Figure 1. M1 wires (run 1).
Scale bar: 20 um.
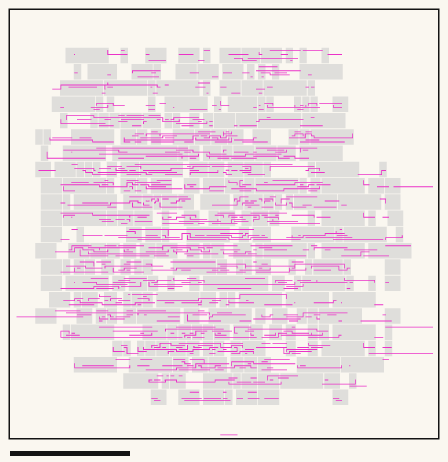
Figure 2. The metal 2 layer (run 1).
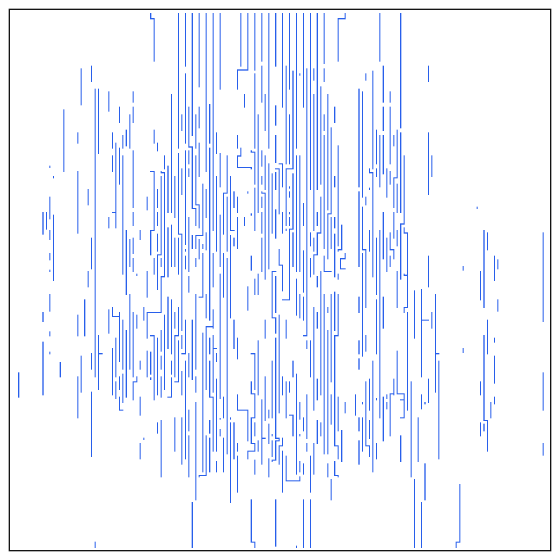
Figure 3. Metal 3 (run 1).
Scale bar: 20 um.
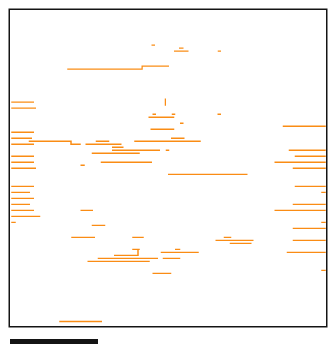
Figure 4. Met4 routing (run 1).
Scale bar: 20 um.
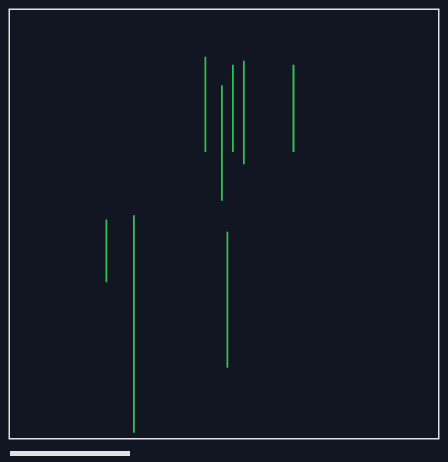
Design coherence_bus_arbiter, sky130hd; sources not shown.
==> impl_results.rst, run 1 <==
Physical design figures
=======================

.. list-table::
   :header-rows: 1

   * - Metric
     - Value
   * - Result of the run
     - finished clean
   * - Yosys warnings
     - 0
   * - DRC errors left
     - 0
   * - CP cell instances
     - clkdlybuf4s50_1, or3_1, o21ai_0, a21oi_1, nand2_1, nor3_1
   * - TritonCTS clock tree
     - built
   * - Minimum clock period
     - 2.35 ns
   * - Sequential Area
     - ~960 um2
   * - Adder-cell share of the synthesized area
     - 0
   * - Async S/R FF share, synth
     - 0
   * - Worst-margin pin slew
     - between 1 and 1.5 ns
   * - Placed instance count
     - 335
   * - Finished Layout Cells
     - ~340
   * - Y dimension of the die
     - 71.5 um
   * - Area leader share
     - 0.476
   * - Starting density of the core
     - 0.535
   * - Routability-driven placement congestion ratio
     - roughly 0.87
   * - Post-route clock period utilization
     - 0.712
   * - Total number of placement rows
     - 22
   * - Cell Area, Synth
     - a little over 2000 um2
   * - First-pass iteration count of the detailed router
     - 5
   * - Setup Slack @ Placement
     - just under 0.7 ns
   * - Synth flops
     - approximately 48
   * - Synthesized chip area reported by yosys
     - between 2000 and 2500 um2
   * - AND-OR/OR-AND Cells, Area Fraction
     - 0.235
   * - Sort of element at the end of the critical path
     - flop
   * - MaxCap Viol Count
     - 0
   * - Area of all placed cells without fillers
     - about 2600 um2
   * - WP data arrival
     - between 2 and 3 ns
   * - Final-report max-slew violation count
     - 0
   * - Antenna diodes
     - 0
   * - Mux cell area share after synthesis
     - 0
   * - Worst-case clock skew
     - between 0.01 and 0.015 ns
   * - Area overhead of the layout relative to synthesis
     - 31.0%
   * - Overall routing resource usage
     - 0.206
   * - Number of input and output port buffers inserted
     - approximately 60
-- Figure 1 (at the start) --
The longest straight run is 26.2 um. 283 nets have wire on it. The layer holds 40% of the routed length. The layer carries 2090 um of wire.
overall routed net length: 5.26 mm
number of vias after detailed routing: 1990
global routing met1 resource utilization: 0.239

-- Figure 2 (at the start) --
285 nets have wire on it. The layer holds 50% of the routed length. The layer carries 2630 um of wire.
met2 demand-to-capacity share in global routing: 0.351

-- Figure 3 (at the start) --
The wires run mostly horizontal. The layer carries 382 um of wire. The longest straight run is 17.7 um.
GRT met3 Usage: 0.0477

-- Figure 4 (at the start) --
The layer carries 149 um of wire. The wires run mostly vertical. The layer holds 2.8% of the routed length. The longest straight run is 36.0 um.

-- run 1: layout make-up --
cell class              count  area share
clock buffers               5      0.0260
clock inverters             3      0.0260
inverters                  16      0.0227
multi-input cells         157       0.343
flip-flops and latches     48       0.363
well taps                  48      0.0227
repair buffers             66       0.196
-- run 1: per-layer routing --
layer  track usage  vias to the layer above  part of all wire
met4         0.109                        0             0.028
met2         0.351                       98              0.50
met3        0.0477                       16             0.073
li1              -                      953                 -
met1         0.239                      923              0.40
met5             0                        -                 0
-- run 1: power breakdown --
part | switching [mW] | leakage (nW) | internal [mW]
Combinational | 1.11 | 0.563 | 0.323
Sequential | 0.107 | 0.395 | 0.772
Clock | 0.204 | 0.0687 | 0.305
Figure 5. The clock network (run 1).
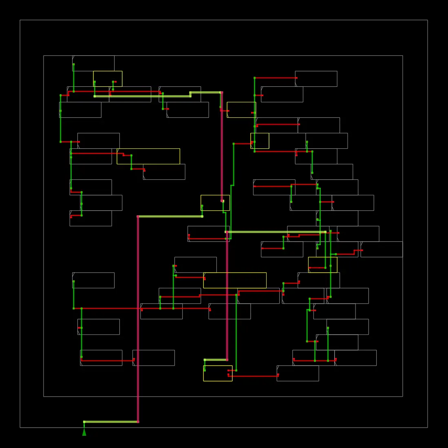

--- run 2 (diff from run 1) ---
CORE_UTILIZATION = 42   (was 50)
PLACE_DENSITY = 0.83   (was 0.92)
clock period = 1.9 ns   (was 3.3 ns; I/O delays follow)
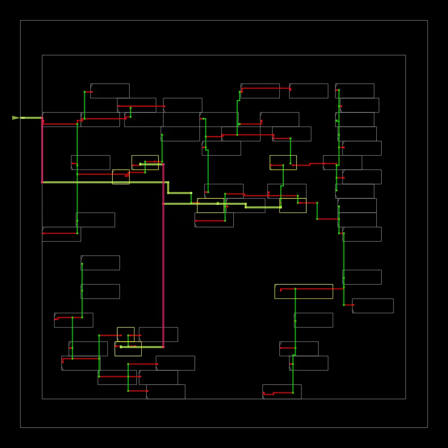
Figure 6: run 2, the clock network.
layout clock buffer count: 5
worst-case clock skew: 0.00728 ns

==> impl_results.rst, run 2 <==
Physical design figures
=======================

.. list-table::
   :header-rows: 1

   * - Metric
     - Value
   * - Result of the run
     - finished clean
   * - Post-route clock period utilization
     - 0.966
   * - WP data arrival
     - 2.06 ns (-0.52 ns)
   * - Relative contribution of combinational cells to total power
     - 0.540 (+0.031)
   * - Total number of placement rows
     - 24 (+9.1%)
   * - Top Consumer
     - combinational logic
   * - Registers
     - 48 (unchanged)
   * - Area overhead of the layout relative to synthesis
     - 41.4%
   * - Finished Layout Cells
     - 368 (+7.3%)
   * - CP cell instances
     - clkdlybuf4s50_1, nor3_4, buf_4, nor4_1, a21oi_1, nand2_1, nor3_1
   * - Clock Power Share
     - 0.151 (-0.029)
   * - Count of plain and timing-repair buffers in the layout
     - 87 (+32%)
   * - Met2 WL post-DR
     - 2.57 mm (-2.5%)
   * - Yosys warnings
     - 0 (unchanged)
   * - Seq group
     - 1.50 mW (+71%)
   * - Internal power summed over all cells
     - 2.41 mW (+72%)
   * - Y dimension of the die
     - 77.3 um (+8.1%)
   * - Metal1 wirelength
     - 2.26 mm (+7.9%)
   * - Starting density of the core
     - 0.448 (-0.0871)
   * - Power of the combinational group
     - 2.64 mW (+83%)
   * - Clock network contribution to total cell area
     - 0.0408 (-0.0113)
   * - Sequential cell fraction of total power
     - 0.309 (-0.002)
   * - Net Sw Frac
     - 0.507 (+0.00194)
   * - Highest routing layer actually used
     - met4
   * - Dominant class by area
     - registers
   * - MaxCap Viol Count
     - 0 (unchanged)
   * - Minimum clock period
     - about 1.8 ns
   * - Met3 routed WL
     - 431 um (+13%)
   * - Final-report max-slew violation count
     - 0 (unchanged)
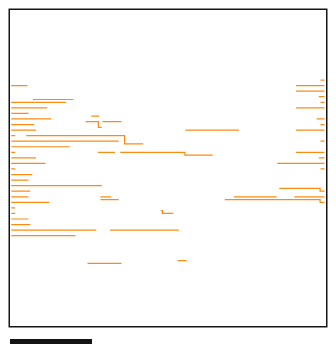
Figure 7: run 2, metal 3.
Scale bar: 20 um.
The layer holds 8.1% of the routed length. The layer carries 432 um of wire. The longest straight run is 26.0 um.
overall routed net length: 5.31 mm
GRT met3 Usage: 0.0609
number of vias after detailed routing: 2020

==> run 2: kinds of logic after synthesis <==
| kind of cell | after synthesis | share of synthesized area |
|---|---|---|
| AOI/OAI and AO/OA | 73 | 0.235 |
| buffers and inverters | 34 | 0.0750 |
| DFF | 48 | 0.476 |
| and+or+nand+nor | 83 | 0.212 |
| other | 1 | 0.00186 |
==> run 2: per-layer routing <==
layer | global-route usage | vias up
met5 | 0 | -
met4 | 0.0463 | 0
met3 | 0.0609 | 7
met2 | 0.298 | 70
met1 | 0.212 | 947
li1 | - | 996
==> run 2: repair_timing <==
item / in CTS / in global routing
gates resized: 0 / 8
hold buffers: 0 / 0
setup buffers: 0 / 0
endpoints found under the setup margin: 0 / 25
Power figures rest on the tool's default switching activity, not on a simulated workload.
